--- config.mk ---
export PLATFORM = sky130hd
export DESIGN_NAME = sram_responder
export DESIGN_NICKNAME = d
export VERILOG_FILES = /design/src/rtl/sram_responder.sv
export SDC_FILE = /design/constraint.sdc
export NUM_CORES = 2
export LEC_CHECK = 0
export CORE_UTILIZATION = 27
export DETAILED_ROUTE_END_ITERATION = 7
export SYNTH_ARGS = -nofsm -noshare
export SYNTH_HDL_FRONTEND = slang
export SYNTH_SLANG_ARGS = --single-unit
export TNS_END_PERCENT = 10
--- constraint.sdc ---
create_clock -name clk -period 10.1 [get_ports clk]
set_input_delay 2.02 -clock clk [delete_from_list [all_inputs] [get_ports clk]]
set_output_delay 2.02 -clock clk [all_outputs]
set_load 0.03 [all_outputs]
--- src/rtl/sram_responder.sv ---
`default_nettype none
// =============================================================================
// Module   : sram_responder
// Brief    : Async-SRAM protocol responder (active-low cs/oe/we) backed by an
//            inferred RAM; exposes a split data bus for a top-level tristate.
// Revision : 1.0 - initial release
// =============================================================================
module sram_responder #(
  parameter int ADDR_W   = 18,
  parameter int DW       = 16,
  parameter int AW       = 8,
  parameter int READ_LAT = 2
) (
  input  logic              clk,
  input  logic              rst_n,
  input  logic [ADDR_W-1:0] sram_addr,
  input  logic [DW-1:0]     sram_data_in,
  output logic [DW-1:0]     sram_data_out,
  output logic              sram_data_oe,
  input  logic              sram_cs,
  input  logic              sram_oe,
  input  logic              sram_we,
  output logic              busy,
  output logic              err_conflict,
  output logic [15:0]       wr_count,
  output logic [15:0]       rd_count
);

  // One edge is spent deciding and one reading, so latency below 2 is not achievable.
  localparam int c_LAT = (READ_LAT < 2) ? 2 : READ_LAT;
  localparam int c_CW  = $clog2(c_LAT + 1);

  localparam logic [1:0] c_IDLE      = 2'd0;
  localparam logic [1:0] c_RD_WAIT   = 2'd1;
  localparam logic [1:0] c_RD_DRIVE  = 2'd2;
  localparam logic [1:0] c_WR_ACTIVE = 2'd3;

  logic [1:0]        r_state;
  logic [1:0]        w_next;

  logic              r_cs;
  logic              r_oe;
  logic              r_we;
  logic [ADDR_W-1:0] r_addr;
  logic [DW-1:0]     r_din;

  logic [ADDR_W-1:0] r_rd_addr;
  logic [c_CW-1:0]   r_lat_cnt;
  logic [AW-1:0]     r_hold_idx;
  logic [DW-1:0]     r_hold_data;

  logic [DW-1:0]     r_mem [0:(1<<AW)-1];

  logic              w_rd_req;
  logic              w_wr_req;
  logic              w_lat_done;
  logic              w_addr_chg;
  logic              w_latch_rd;
  logic              w_lat_inc;
  logic              w_launch;
  logic              w_hold_ld;
  logic              w_commit;

  assign w_rd_req   = ~r_cs & ~r_oe;
  assign w_wr_req   = ~r_cs & ~r_we;
  assign w_lat_done = (r_lat_cnt == c_CW'(c_LAT - 1));
  assign w_addr_chg = (r_addr != r_rd_addr);
  assign busy       = (r_state != c_IDLE);

  // Pad inputs are registered once; every decision below uses these copies.
  always_ff @(posedge clk or negedge rst_n) begin
    if (!rst_n) begin
      r_cs   <= 1'b1;
      r_oe   <= 1'b1;
      r_we   <= 1'b1;
      r_addr <= '0;
      r_din  <= '0;
    end else begin
      r_cs   <= sram_cs;
      r_oe   <= sram_oe;
      r_we   <= sram_we;
      r_addr <= sram_addr;
      r_din  <= sram_data_in;
    end
  end

  always_ff @(posedge clk or negedge rst_n) begin
    if (!rst_n) begin
      r_state <= c_IDLE;
    end else begin
      r_state <= w_next;
    end
  end

  always_comb begin
    w_next = r_state;
    case (r_state)
      c_IDLE: begin
        if (w_wr_req) begin
          w_next = c_WR_ACTIVE;
        end else if (w_rd_req) begin
          w_next = c_RD_WAIT;
        end
      end
      c_RD_WAIT, c_RD_DRIVE: begin
        if (!w_rd_req) begin
          w_next = c_IDLE;
        end else if (!r_we) begin
          w_next = c_WR_ACTIVE;
        end else if (w_addr_chg) begin
          w_next = c_RD_WAIT;
        end else if ((r_state == c_RD_WAIT) && w_lat_done) begin
          w_next = c_RD_DRIVE;
        end
      end
      c_WR_ACTIVE: begin
        if (!w_wr_req) begin
          w_next = w_rd_req ? c_RD_WAIT : c_IDLE;
        end
      end
      default: w_next = c_IDLE;
    endcase
  end

  always_comb begin
    w_latch_rd = 1'b0;
    w_lat_inc  = 1'b0;
    w_launch   = 1'b0;
    w_commit   = 1'b0;
    w_hold_ld  = (w_next == c_WR_ACTIVE);
    case (r_state)
      c_IDLE: begin
        w_latch_rd = (w_next == c_RD_WAIT);
      end
      c_RD_WAIT: begin
        w_latch_rd = (w_next == c_RD_WAIT) && w_addr_chg;
        w_lat_inc  = (w_next == c_RD_WAIT) && !w_addr_chg;
        w_launch   = (w_next == c_RD_DRIVE);
      end
      c_RD_DRIVE: begin
        w_latch_rd = (w_next == c_RD_WAIT);
      end
      c_WR_ACTIVE: begin
        w_commit   = !w_wr_req;
        w_latch_rd = (w_next == c_RD_WAIT);
      end
      default: ;
    endcase
  end

  always_ff @(posedge clk or negedge rst_n) begin
    if (!rst_n) begin
      r_rd_addr     <= '0;
      r_lat_cnt     <= '0;
      r_hold_idx    <= '0;
      r_hold_data   <= '0;
      sram_data_oe  <= 1'b0;
      sram_data_out <= '0;
      err_conflict  <= 1'b0;
      wr_count      <= '0;
      rd_count      <= '0;
    end else begin
      if (w_latch_rd) begin
        r_rd_addr <= r_addr;
        r_lat_cnt <= c_CW'(1);
      end else if (w_lat_inc) begin
        r_lat_cnt <= r_lat_cnt + c_CW'(1);
      end
      if (w_hold_ld) begin
        r_hold_idx  <= r_addr[AW-1:0];
        r_hold_data <= r_din;
      end
      sram_data_oe <= (w_next == c_RD_DRIVE);
      // A launch is always at least one edge after any commit, so it sees fresh data.
      if (w_launch) begin
        sram_data_out <= r_mem[r_rd_addr[AW-1:0]];
        rd_count      <= rd_count + 16'd1;
      end
      if (w_commit) begin
        wr_count <= wr_count + 16'd1;
      end
      if (!r_cs && !r_we && !r_oe) begin
        err_conflict <= 1'b1;
      end
    end
  end

  // Storage has no reset so it maps onto block RAM and survives rst_n.
  always_ff @(posedge clk) begin
    if (w_commit) begin
      r_mem[r_hold_idx] <= r_hold_data;
    end
  end

endmodule
`default_nettype wire

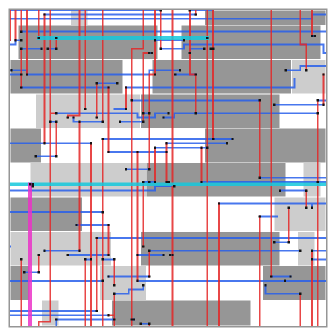
*Close-up of the layout*
Window x 377 to 402, y 221 to 246 µm. Cells in grey, sequential cells in the stronger grey; small squares are vias.
[metal 2] red
[metal 3] cyan
[metal 1] blue
[metal 4] magenta
netlist names of flops here include: r_mem (10)
sequential cells in the window: 10
most frequent: edfxtp_1 (10), mux4_2 (2), clkbuf_1 (2)
cells with their middle in the window: 17

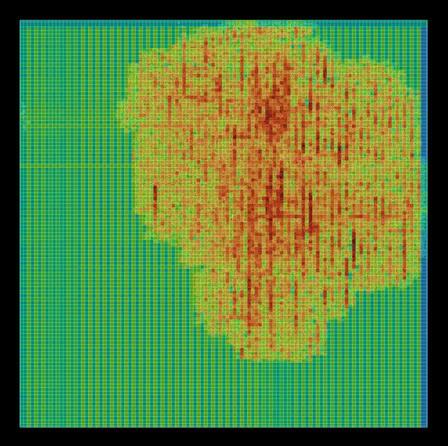
*Routing congestion*
Tot GR Track Use: 0.141
met2 Use GR: 0.223
Wirelength per Cell: 26.4 µm
met3 usage: 0.0249
Most Crowded Layer GR: met2

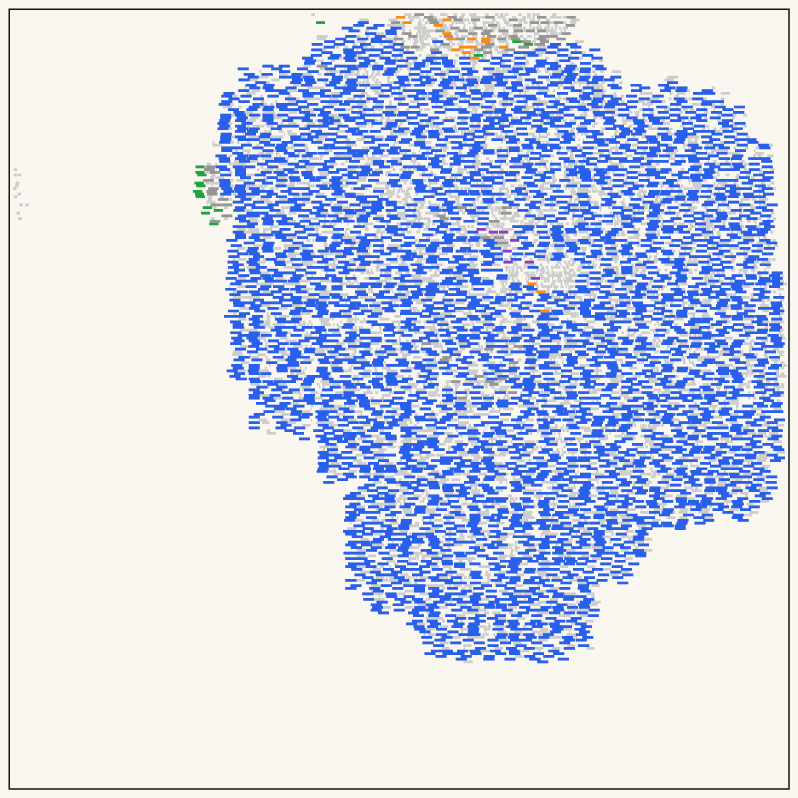
*Where the registers sit*
Drawn at 1 px/µm. Other sequential cells in the stronger grey, the rest of the logic in the fainter grey.
[r_mem] blue | placed flops: 4096
[r_din] green | placed flops: 16
[r_addr] orange | placed flops: 18
[r_hold_idx] purple | placed flops: 8
not coloured: 91

==> impl_metrics.tcl <==
# implementation run metrics
set metrics [dict create \
    netlist_top_cells_count "edfxtp_1, mux2i_1, mux4_2, a22oi_1, nor2_1" \
    hold_class "register to register" \
    setup_tns_ns 0 \
    gp_congestion 0.822 \
    fmax_ghz 0.173 \
    postCtsSetupBuffers 0 \
    outcome "complete, but fails checks" \
    synthTopCellsByArea "edfxtp_1, mux4_2, mux2i_1" \
    crit_path_end_kind "register" \
    area_growth_pct 16.0 \
    synth-edff-count 4096 \
    ioPinCount 90 \
    finalHoldViolCount 0 \
    chipArea_um2 606000 \
    synthArstFlopShare 0.0314 \
    max_slew_margin -0.0462 \
    synth.distinct_cells 66 \
    ys_chip_area_um2 163000 \
    finalNonFillerCells 16766 \
    finalCriticalPeriod_ns 5.77 \
    reg2reg_slack_ns 4.33 \
    top_area_cell "edfxtp_1" \
    ff_type "edfxtp_1" \
    hpwl_um 264000 \
    place_inst 15988 \
    htreeDepth 5 \
    crit_chain "buf_4, buf_4, buf_4, mux4_2, a22o_1, a221oi_1, o21ai_0, a2111oi_2, a31oi_1" \
    finalMaxSlewViolations 2 \
    drive_gt1_frac 0.216 \
    cp_max_fo 46 \
    cts_buffer_depth 4 \
    clkTransAtPathRegs_ns 0.06 \
    routed_via_density 4.92 \
    crit_arrival_ns 6.60 \
    r2r_cells 9 \
    yosysMostFrequentCell "edfxtp_1" \
    setup_viol 0 \
    yosysCellCount 7937 \
    root_buffer "clkbuf_16" \
    drc_errors 0 \
    cp_common_cell "buf_4" \
    hp-start "r_din[5]" \
    synth_top_area_share 0.756 \
    cts_made_buffers 419 \
    cts_tree "built" \
    clock_skew_ns 0.0828 \
    reg2reg_from "r_rd_addr[0]" \
    antenna_found_initial 25 \
    cts.sinks 4229 \
    syn_area_per_cell_um2 20.5 \
    ant_nets 0 \
    numSynthFlops 4229 \
    die_h_um 778 \
    setup_ws_ns 4.33 \
    cp-start-kind "register" \
    leakage_nw 59.4 \
    cp.required_ns 10.92 \
    ys_seq_frac 0.776 \
    rsz0062_at_grt "no" \
    drtIter0Drc 10118 \
    violations "capacitance limit, slew limit" \
    synth_cells 7937 \
    worstHoldPathCells 1 \
    fp_nets 7984 \
    cts_resized 0 \
    grt_first_pass_wirelength_um 624000 \
    yosysWarnings 0 \
    tool_warnings 67 \
    crit_type "register to register" \
    worstMarginPinSlew_ns 1.55 \
    overflow 0 \
    cap_viol_max_count 1 \
    ctsHoldBuffers 0 \
]
## cells in the final DEF (no fill, tap or decap), drive strengths merged, types with 41 or more instances in the layout
master / Yosys / routed
nor2: 319 / 319
mux2i: 691 / 691
o21ai: 41 / 41
mux4: 673 / 673
o211ai: 48 / 48
mux2: 133 / 133
a21oi: 54 / 54
nand2: 254 / 254
o2111ai: 80 / 80
edfxtp: 4096 / 4096
a22oi: 389 / 389
dfrtp: 130 / 130
clkdlybuf4s50: 0 / 88
buf: 261 / 429
xnor2: 44 / 44
nand3: 89 / 89
nand4: 68 / 68
clkinv: 0 / 157
clkbuf: 213 / 549
## area by class of cell
class / instances / area (µm²)
fill: 57259 / 410000
clock buffer: 548 / 11400
timing repair buffer: 518 / 4300
antenna: 8 / 20.0
sequential: 4229 / 126000
multi-input combinational: 3223 / 34300
tap: 8008 / 10000
clock inverter: 221 / 2260
inverter: 11 / 41.3
## worst reg2reg max path, cell delays in order, from the launching register on
cell and delay, ns:
dfrtp_4 0.91, buf_4 0.77, buf_4 0.68, buf_4 0.85, mux4_2 0.72, a22o_1 0.24, a221oi_1 0.20, o21ai_0 0.16
a2111oi_2 0.93, a31oi_1 0.16
## layer usage
layer  track usage  vias up  wire [µm]
met4        0.0439        8      15300
met5             0        -         87
li1              -    33819          -
met2         0.223     3682     206000
met1         0.197    44317     186000
met3        0.0249      669      36500
## sequential cells by signal, indices dropped and copies added (netlist names)
signal,count
err_conflict,1
r_addr,18
r_cs,1
r_din,16
r_hold_data,16
r_hold_idx,8
r_lat_cnt,2
r_mem,4096
r_oe,1
r_rd_addr,18
r_state,2
r_we,1
rd_count,16
sram_data_oe,1
sram_data_out,16
wr_count,16
## worst max path at each step
stage                          startpoint               end  slack, ns  depth (start not counted)
final                        r_rd_addr[0]  sram_data_out[5]       4.33                          9
after global routing         r_rd_addr[0]  sram_data_out[7]       4.10                          9
after CTS                    r_rd_addr[0]  sram_data_out[5]       4.32                          9
after detailed placement     r_rd_addr[0]  sram_data_out[5]       4.33                          9
after global placement       r_rd_addr[0]  sram_data_out[5]       4.30                          9
after floorplan           r_hold_data[10]      r_mem[0][10]       6.12                          0
## power breakdown
group | internal (mW) | switching (mW)
clock network | 8.91 | 6.66
logic | 4.99 | 10.1
registers | 22.0 | 0.945
total | 35.9 | 17.7
## logic make-up after synthesis
group	count (synthesis)	synth area share
flops	4229	0.776
xor+xnor	49	0.00264
buf+inv	485	0.0146
compound gates	779	0.0358
simple gates	890	0.0253
mux	1497	0.145
fa+ha+maj	8	0.000615
## through the flow
step / util / cell area, µm² / power (mW) / hold WS (ns)
floorplan: - / 163000 / 32.6 / 0.433
global placement: 0.292 / 175000 / 38.4 / 0.436
detailed placement: 0.292 / 175000 / 38.5 / 0.443
CTS: 0.315 / 189000 / 53.9 / 0.457
global route: 0.315 / 189000 / 55.2 / 0.473
finish: 0.315 / 189000 / 53.6 / 0.456
No activity file was given, so power comes from the tool's default toggle rates.
